==> config.mk <==
export PLATFORM = sky130hd
export DESIGN_NAME = line_clear_unit
export DESIGN_NICKNAME = d
export VERILOG_FILES = /design/src/rtl/line_clear_unit.sv
export SDC_FILE = /design/constraint.sdc
export NUM_CORES = 1
export LEC_CHECK = 0
export CAP_MARGIN = 20
export CELL_PAD_IN_SITES_DETAIL_PLACEMENT = 1
export CELL_PAD_IN_SITES_GLOBAL_PLACEMENT = 1
export CORE_UTILIZATION = 41
export CTS_CLUSTER_SIZE = 20
export DETAILED_ROUTE_END_ITERATION = 6
export PLACE_DENSITY = 0.93
export SYNTH_ARGS = -nofsm -noshare
export SYNTH_HDL_FRONTEND = slang
export SYNTH_SLANG_ARGS = --single-unit
export TNS_END_PERCENT = 100
==> constraint.sdc <==
create_clock -name clka -period 4.4 [get_ports clka]
set_clock_uncertainty 0.15 [all_clocks]
set_input_delay 1.1 -clock clka [delete_from_list [all_inputs] [get_ports clka]]
set_output_delay 1.1 -clock clka [all_outputs]
set_load 0.03 [all_outputs]
==> src/rtl/line_clear_unit.sv <==
// Clears full rows from an 8x4 board one row per cycle, dropping upper rows and scoring the clear.
// Latency 8+L cycles from accept to done (L = rows cleared); start is ignored while busy.
module line_clear_unit #(
  parameter int SCORE_W = 16
) (
  input  logic               clka,
  input  logic               restart_n,
  input  logic               start,
  input  logic [31:0]        board_in,
  output logic               busy,
  output logic               done,
  output logic [31:0]        board_out,
  output logic [3:0]         lines,
  output logic [SCORE_W-1:0] score,
  output logic               game_over
);

  typedef enum logic [1:0] {IDLE, SCAN, DONE} state_t;

  state_t             state_q, state_d;
  logic [31:0]        work_q, work_d;
  logic [3:0]         r_q, r_d;
  logic [3:0]         cnt_q, cnt_d;
  logic [31:0]        board_q, board_d;
  logic [3:0]         lines_q, lines_d;
  logic [SCORE_W-1:0] score_q, score_d;

  logic [3:0]         row_sel;
  logic [31:0]        low_mask;
  logic [31:0]        shifted;
  logic               row_full;
  logic               scan_exit;
  logic [3:0]         inc;
  logic [SCORE_W:0]   sum;

  always_ff @(posedge clka) begin
    if (!restart_n) begin
      state_q <= IDLE;
      work_q  <= '0;
      r_q     <= '0;
      cnt_q   <= '0;
      board_q <= '0;
      lines_q <= '0;
      score_q <= '0;
    end else begin
      state_q <= state_d;
      work_q  <= work_d;
      r_q     <= r_d;
      cnt_q   <= cnt_d;
      board_q <= board_d;
      lines_q <= lines_d;
      score_q <= score_d;
    end
  end

  // Rows below the pointer stay put; everything from the pointer up drops by one row.
  always_comb begin
    row_sel   = work_q[{r_q[2:0], 2'b00} +: 4];
    low_mask  = (32'h1 << {r_q[2:0], 2'b00}) - 32'h1;
    shifted   = (work_q & low_mask) | ((work_q >> 4) & ~low_mask);
    row_full  = (row_sel == 4'hF);
    scan_exit = (state_q == SCAN) && !row_full && (r_q == 4'd7);
  end

  always_comb begin
    state_d = state_q;
    case (state_q)
      IDLE:    if (start) state_d = SCAN;
      SCAN:    if (scan_exit) state_d = DONE;
      DONE:    state_d = IDLE;
      default: state_d = IDLE;
    endcase
  end

  always_comb begin
    busy = (state_q != IDLE);
    done = (state_q == DONE);
  end

  always_comb begin
    case (cnt_q)
      4'd0:    inc = 4'd0;
      4'd1:    inc = 4'd1;
      4'd2:    inc = 4'd3;
      4'd3:    inc = 4'd5;
      default: inc = 4'd8;
    endcase
    sum = {1'b0, score_q} + (SCORE_W+1)'(inc);
  end

  always_comb begin
    work_d  = work_q;
    r_d     = r_q;
    cnt_d   = cnt_q;
    board_d = board_q;
    lines_d = lines_q;
    score_d = score_q;
    if (state_q == IDLE && start) begin
      work_d = board_in;
      r_d    = '0;
      cnt_d  = '0;
    end else if (state_q == SCAN) begin
      if (row_full) begin
        work_d = shifted;
        cnt_d  = cnt_q + 4'd1;
      end else begin
        r_d = r_q + 4'd1;
      end
      if (scan_exit) begin
        board_d = work_q;
        lines_d = cnt_q;
        score_d = sum[SCORE_W] ? {SCORE_W{1'b1}} : sum[SCORE_W-1:0];
      end
    end
  end

  assign board_out = board_q;
  assign lines     = lines_q;
  assign score     = score_q;
  assign game_over = |board_q[31:28];

endmodule

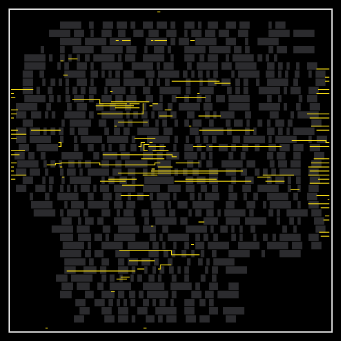
Fig. 1. Signal wires on met3 (run 1).
(3 px per um)
nets with wire on the layer = 87
wire length on this layer = 705 um
final wirelength: 15000 um
overall via count from detail_route: 4529

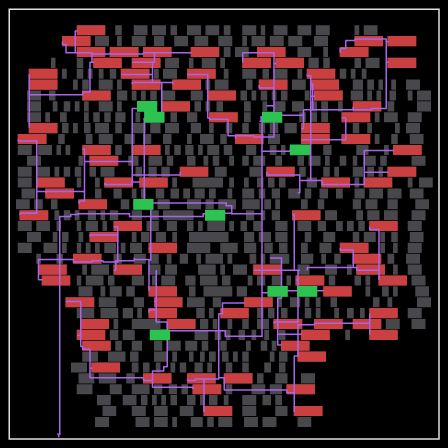
Fig. 2. Clock network drawn from the DEF (run 1).
(4 px per um)
green -> clock drivers  # count 9
red -> flip-flops  # count 94
purple -> clock wires  # length 1160 um
routed clock nets = 10
flops lie = widely spread
Clk network pwr share: 33.5%
power consumed by the clock network: 0.000551 W

==> results.yml, run 1 <==
# implementation run metrics
cells_and_area:
  dominant-cell-class: "multi-input combinational cells"
  layoutNonFillerInstCount: 762
yosys:
  async_reset_ff_share_pct: 0
  top_area_share_pct: 41.6
  synth-simple-area-share_pct: 24.6
  synth.distinct_cells: 57
power_and_ir_drop:
  seq_cell_power_w: 0.000906
sta:
  setup_slack_ps: 1030
  worst_slew_pin_slew_ps: 1070
hold_path:
  hold-path-endpoint: "board_out[20]"
worst_setup_path:
  cp_data_arrival_time_ps: 3480
  crit_path_start: "cnt_q[0]"
global_routing:
  grt_remaining_overflow: 0
  grt_use_met2_pct: 46.8
cts:
  ctsLongestPathBuffers: 2
  cts.reportedPaths.clkPinSlew_ps: 100
  clock_tree.htree_level_count: 3
floorplan:
  tapCellCount: 136
  die.size.y_um: 107
place:
  placedCellCount: 745
route:
  wl_met1_um: 6260
outcome:
  status: "complete, no violations"
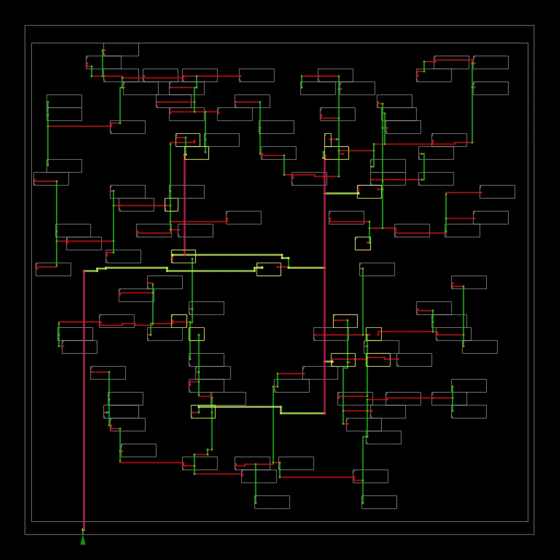
Fig. 3. The clock network (run 1).
number of buffers created by CTS: 9
clock buffers: 11

Fig. 4: run 1, cells colored by class
(2 px per um)
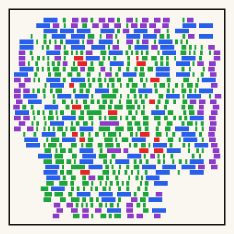

==> run 2: changes to the inputs <==
- CORE_UTILIZATION: 41 -> 34
- PLACE_DENSITY: 0.93 -> 0.83
- clock period: 4.4 -> 3 ns (I/O delays scaled with it)
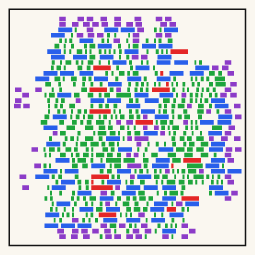
Fig. 5. Cells colored by class (run 2).
(2 px per um)
green -> combinational and other logic  # cells 419
blue -> sequential cells  # cells 94
red -> clock drivers and dummy loads  # cells 16
purple -> remaining buffers and delay cells  # cells 113
post-route standard cell area excluding fillers: 6020 um2
Core Box Area: 12800 um2
sequential fraction of total cell area: 31.3%
row count: 41

==> run 2 against run 1 <==
- global-route usage shrank 5.1 points
- utilization shrank 7.0 points
- combinational power grew 52%
- sequential share of layout area shrank 1.7 points
- maximum frequency grew 15%
- non-clock buffer count grew 16
- wire length shrank 1.5%
- largest cell class unchanged
==> results.yml, run 2 <==
# implementation run metrics
yosys:
  top_area_share_pct: 41.6
  async_reset_ff_share_pct: 0
  synth.distinct_cells: 57
  synth-simple-area-share_pct: 24.6
sta:
  worst_slew_pin_slew_ps: 617
  setup_slack_ps: 70.4
cells_and_area:
  dominant-cell-class: "multi-input combinational cells"
  num-clock-buffers: 12
power_and_ir_drop:
  seq_cell_power_w: 0.00133
  power.clock.total_w: 0.00124
route:
  dr_total_vias: 4481
  wirelength_um: 14700
  wl_met1_um: 6200
worst_setup_path:
  crit_path_start: "cnt_q[0]"
  cp_data_arrival_time_ps: 3030
cts:
  clock_tree.htree_level_count: 3
  number_of_buffers_created_by_cts: 9
global_routing:
  grt_remaining_overflow: 0
place:
  placedCellCount: 795
outcome:
  status: "complete, no violations"
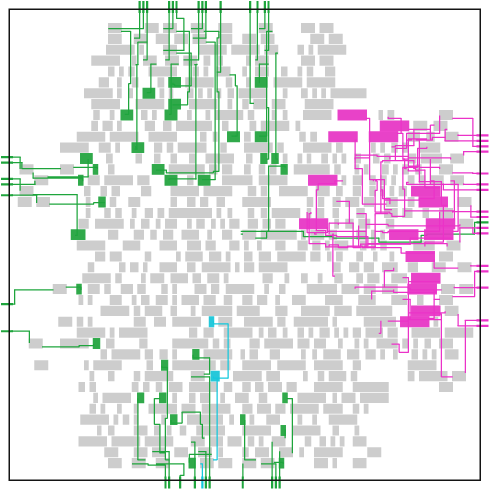
Fig. 6. Port wiring (run 2).
(4 px per um)
green -> `board_in`  # bits 32, direction input, end cells 32, buffers 32, wire 1000 um
cyan -> `start`  # bits 1, direction input, end cells 2, buffers 1, wire 47.3 um
magenta -> `score`  # bits 16, direction output, end cells 16, buffers 16, wire 917 um
Boundary Pins: 90
PortBufs: 89

Power and IR drop assume default switching activity.
